### Met1 routing

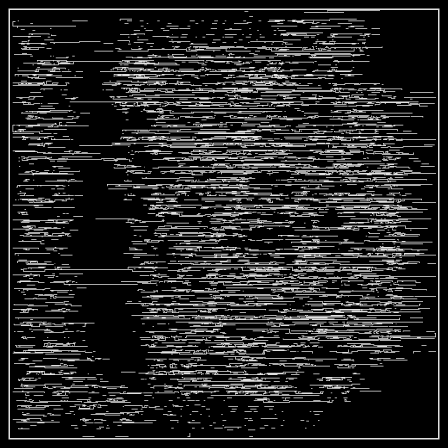
### Signal wires on met2

Scale bar: 50 µm.
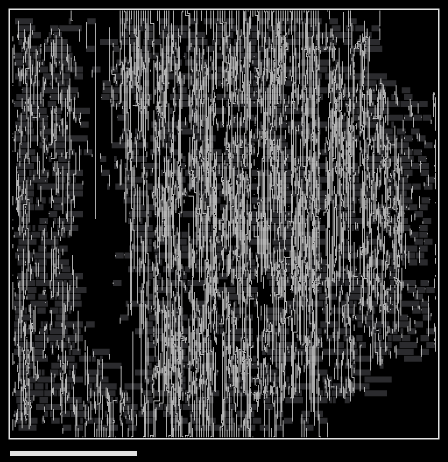
### Metal 3

Scale bar: 50 µm.
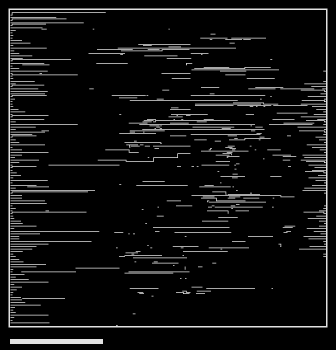
File: src/rtl/store_merge_unit.sv
// Store merge unit: SD is written directly; SW/SH/SB are read-modify-write against a 64-bit little-endian memory.
// Optional misaligned-store trap is enabled by defining STORE_MISALIGN_TRAP_EN.
`timescale 1ns/1ps
module store_merge_unit #(
    parameter int ADDR_W       = 64,
    parameter int READ_LATENCY = 1
) (
    input  logic              clk,
    input  logic              reset,
    input  logic              start,
    input  logic [1:0]        tam,
    input  logic [ADDR_W-1:0] addr,
    input  logic [63:0]       wdata,
    output logic              busy,
    output logic              done,
    output logic              misaligned,
    output logic [ADDR_W-1:0] mem_addr,
    output logic              mem_wr,
    output logic [63:0]       mem_wdata,
    input  logic [63:0]       mem_rdata
);

    localparam logic [1:0] TAM_SD  = 2'b00;
    localparam logic [1:0] TAM_SW  = 2'b01;
    localparam logic [1:0] TAM_SH  = 2'b10;
    localparam logic [1:0] TAM_SB  = 2'b11;
    localparam logic [2:0] RL_INIT = 3'(READ_LATENCY);

    typedef enum logic [1:0] {IDLE, READ, WRITE, DONE} state_t;

    state_t            state_q, state_d;
    logic [2:0]        cnt_q, cnt_d;
    logic [1:0]        tam_q, tam_d;
    logic [2:0]        off_q, off_d;
    logic [63:0]       sdata_q, sdata_d;
    logic [ADDR_W-1:0] mem_addr_q, mem_addr_d;
    logic [63:0]       mem_wdata_q, mem_wdata_d;
    logic              busy_q, busy_d;
    logic              done_q, done_d;
    logic              mis_q, mis_d;
    logic              mem_wr_q, mem_wr_d;
    logic              misalign_s;

    // Byte offset forced to the natural alignment of the store size.
    function automatic logic [2:0] lane_offset(input logic [1:0] size, input logic [2:0] a);
        logic [2:0] off;
        case (size)
            TAM_SW:  off = {a[2], 2'b00};
            TAM_SH:  off = {a[2:1], 1'b0};
            TAM_SB:  off = a;
            default: off = 3'b000;
        endcase
        return off;
    endfunction

    function automatic logic [63:0] merge_lanes(input logic [63:0] old_v, input logic [63:0] new_v,
                                                input logic [1:0] size, input logic [2:0] off);
        logic [63:0] res;
        logic [3:0]  nbytes;
        logic [3:0]  lane;
        logic [3:0]  rel;
        res = old_v;
        case (size)
            TAM_SW:  nbytes = 4'd4;
            TAM_SH:  nbytes = 4'd2;
            TAM_SB:  nbytes = 4'd1;
            default: nbytes = 4'd8;
        endcase
        for (int i = 0; i < 8; i++) begin
            lane = 4'(i);
            rel  = lane - {1'b0, off};
            if ((lane >= {1'b0, off}) && (rel < nbytes)) begin
                res[8*i +: 8] = new_v[{rel[2:0], 3'b000} +: 8];
            end else begin
                res[8*i +: 8] = old_v[8*i +: 8];
            end
        end
        return res;
    endfunction

`ifdef STORE_MISALIGN_TRAP_EN
    // Flag stores whose address is not naturally aligned for their size.
    always_comb begin
        case (tam)
            TAM_SD:  misalign_s = (addr[2:0] != 3'b000);
            TAM_SW:  misalign_s = (addr[1:0] != 2'b00);
            TAM_SH:  misalign_s = addr[0];
            default: misalign_s = 1'b0;
        endcase
    end
`else
    assign misalign_s = 1'b0;
`endif

    // Next-state and next-output computation for the store FSM.
    always_comb begin
        state_d     = state_q;
        cnt_d       = cnt_q;
        tam_d       = tam_q;
        off_d       = off_q;
        sdata_d     = sdata_q;
        mem_addr_d  = mem_addr_q;
        mem_wdata_d = mem_wdata_q;
        mis_d       = 1'b0;
        case (state_q)
            IDLE: begin
                if (start) begin
                    tam_d      = tam;
                    off_d      = addr[2:0];
                    sdata_d    = wdata;
                    mem_addr_d = {addr[ADDR_W-1:3], 3'b000};
                    if (misalign_s) begin
                        state_d = DONE;
                        mis_d   = 1'b1;
                    end else if (tam == TAM_SD) begin
                        state_d     = WRITE;
                        mem_wdata_d = wdata;
                    end else begin
                        state_d = READ;
                        cnt_d   = RL_INIT;
                    end
                end else begin
                    state_d = IDLE;
                end
            end
            READ: begin
                if (cnt_q == 3'd1) begin
                    mem_wdata_d = merge_lanes(mem_rdata, sdata_q, tam_q, lane_offset(tam_q, off_q));
                    cnt_d       = 3'd0;
                    state_d     = WRITE;
                end else begin
                    cnt_d = cnt_q - 3'd1;
                end
            end
            WRITE:   state_d = DONE;
            DONE:    state_d = IDLE;
            default: state_d = IDLE;
        endcase
        busy_d   = (state_d != IDLE);
        done_d   = (state_d == DONE);
        mem_wr_d = (state_d == WRITE);
    end

    // State and registered outputs with synchronous reset.
    always_ff @(posedge clk) begin
        if (reset) begin
            state_q     <= IDLE;
            cnt_q       <= 3'd0;
            tam_q       <= 2'b00;
            off_q       <= 3'd0;
            sdata_q     <= 64'd0;
            mem_addr_q  <= '0;
            mem_wdata_q <= 64'd0;
            busy_q      <= 1'b0;
            done_q      <= 1'b0;
            mis_q       <= 1'b0;
            mem_wr_q    <= 1'b0;
        end else begin
            state_q     <= state_d;
            cnt_q       <= cnt_d;
            tam_q       <= tam_d;
            off_q       <= off_d;
            sdata_q     <= sdata_d;
            mem_addr_q  <= mem_addr_d;
            mem_wdata_q <= mem_wdata_d;
            busy_q      <= busy_d;
            done_q      <= done_d;
            mis_q       <= mis_d;
            mem_wr_q    <= mem_wr_d;
        end
    end

    assign busy       = busy_q;
    assign done       = done_q;
    assign misaligned = mis_q;
    assign mem_addr   = mem_addr_q;
    assign mem_wr     = mem_wr_q;
    assign mem_wdata  = mem_wdata_q;

endmodule

File: config.mk
export PLATFORM = sky130hd
export DESIGN_NAME = store_merge_unit
export DESIGN_NICKNAME = d
export VERILOG_FILES = /design/src/rtl/store_merge_unit.sv
export SDC_FILE = /design/constraint.sdc
export NUM_CORES = 1
export LEC_CHECK = 0
export CORE_UTILIZATION = 40
export CTS_CLUSTER_SIZE = 20
export DETAILED_ROUTE_END_ITERATION = 6
export GPL_ROUTABILITY_DRIVEN = 0
export PLACE_DENSITY = 0.66
export SLEW_MARGIN = 20
export SYNTH_ARGS = -nofsm -noshare
export SYNTH_HDL_FRONTEND = slang
export SYNTH_SLANG_ARGS = --single-unit
File: constraint.sdc
create_clock -name clk -period 4.2 [get_ports clk]
set_clock_uncertainty 0.1 [all_clocks]
set_input_delay 0.42 -clock clk [delete_from_list [all_inputs] [get_ports clk]]
set_output_delay 0.42 -clock clk [all_outputs]
set_load 0.01 [all_outputs]
==> impl_metrics.env <==
# source this file to load flow results
export IMPL_top_area_cell="dfxtp_1"
export IMPL_remaining_drc_errors=0
export IMPL_clkTransAtPathRegs_ns=0.06
export IMPL_min_period_ns=3.87
export IMPL_cts_sinks=202
export IMPL_clk_insertion_delay_late_ns=0.52
export IMPL_slew_headroom_pct=32.7
export IMPL_vias=11595
export IMPL_final_max_slew_viol_count=0
export IMPL_clock_path_buffers=3
export IMPL_grtUsageMet1_pct=34.9
export IMPL_ys_seq_share_pct=36.2
export IMPL_endpoint_kind="flop"
export IMPL_use_met2_pct=46.5
export IMPL_flop_cell="dfxtp_1"
export IMPL_met3_usage_pct=7.11
export IMPL_wire_per_inst_um=20.8
export IMPL_total_power_mw=6.34
export IMPL_reg2reg_from="tam_q[1]$_SDFFE_PP0P_"
export IMPL_met2_length_um=19300
export IMPL_status="finished clean"
export IMPL_path_max_fanout=17
export IMPL_yosysUniqueCellTypes=61
export IMPL_timing_rr_end="mem_wdata[49]$_SDFFE_PP0P_"
export IMPL_arrival_ns=4.19
export IMPL_yosysTopAreaCellShare_pct=36.2
export IMPL_syn_area_um2=11200
export IMPL_fin_setup_tns_ns=0
export IMPL_setup_viol=0
export IMPL_ctsHtreeMaxLevel=1
export IMPL_ff2ff_path_depth=12
export IMPL_io_pins=329
export IMPL_fin_area_um2=15500
export IMPL_worst_path_stages=12
export IMPL_place_ws_ns=0.463
export IMPL_dr_pass1_iters=6
export IMPL_tightest_slew_ns=1.00
export IMPL_topCellsByArea="dfxtp_1 (36%), a21oi_1 (10%), nand2_1 (10%)"
export IMPL_instances_no_fill=2008
export IMPL_timing_hold_ws_ns=0.309
export IMPL_cts_hold_buf=0
export IMPL_logic_family="AND-OR/OR-AND gates"
Notes on 'Met1 routing' above:
The layer carries 16,200 µm of wire. The longest straight run is 42.8 µm.

Notes on 'Signal wires on met2' above:
The wires run mostly vertical. The layer carries 19,300 µm of wire. The longest straight run is 77.2 µm.

Notes on 'Metal 3' above:
The longest straight run is 65.1 µm. The layer carries 4,150 µm of wire. 334 nets have wire on it. The layer holds 9.9% of the routed length.

-- cell usage after synthesis, drive strengths merged, types with 10 or more instances --
library cell,count
a221oi,16
a311oi,16
mux4,35
nor3,12
nand3,27
o221ai,16
a21oi,224
o21ai,22
nor2,81
dfxtp,202
a211oi,10
a221o,35
and3,18
buf,36
inv,27
clkbuf,84
mux2i,76
nand2,297
ha,29
-- report_power, final --
part | internal [mW] | switching [mW]
Combinational | 0.768 | 0.933
Clock | 1.48 | 0.857
Sequential | 2.11 | 0.186
Total | 4.36 | 1.98
-- cell type report --
type	instances	area, µm²
flip-flops and latches	202	4040
well taps	372	465
clock buffers	32	702
multi-input cells	1011	6510
clock inverters	12	193
repair buffers	351	3510
inverters	28	110
fillers	2527	11600
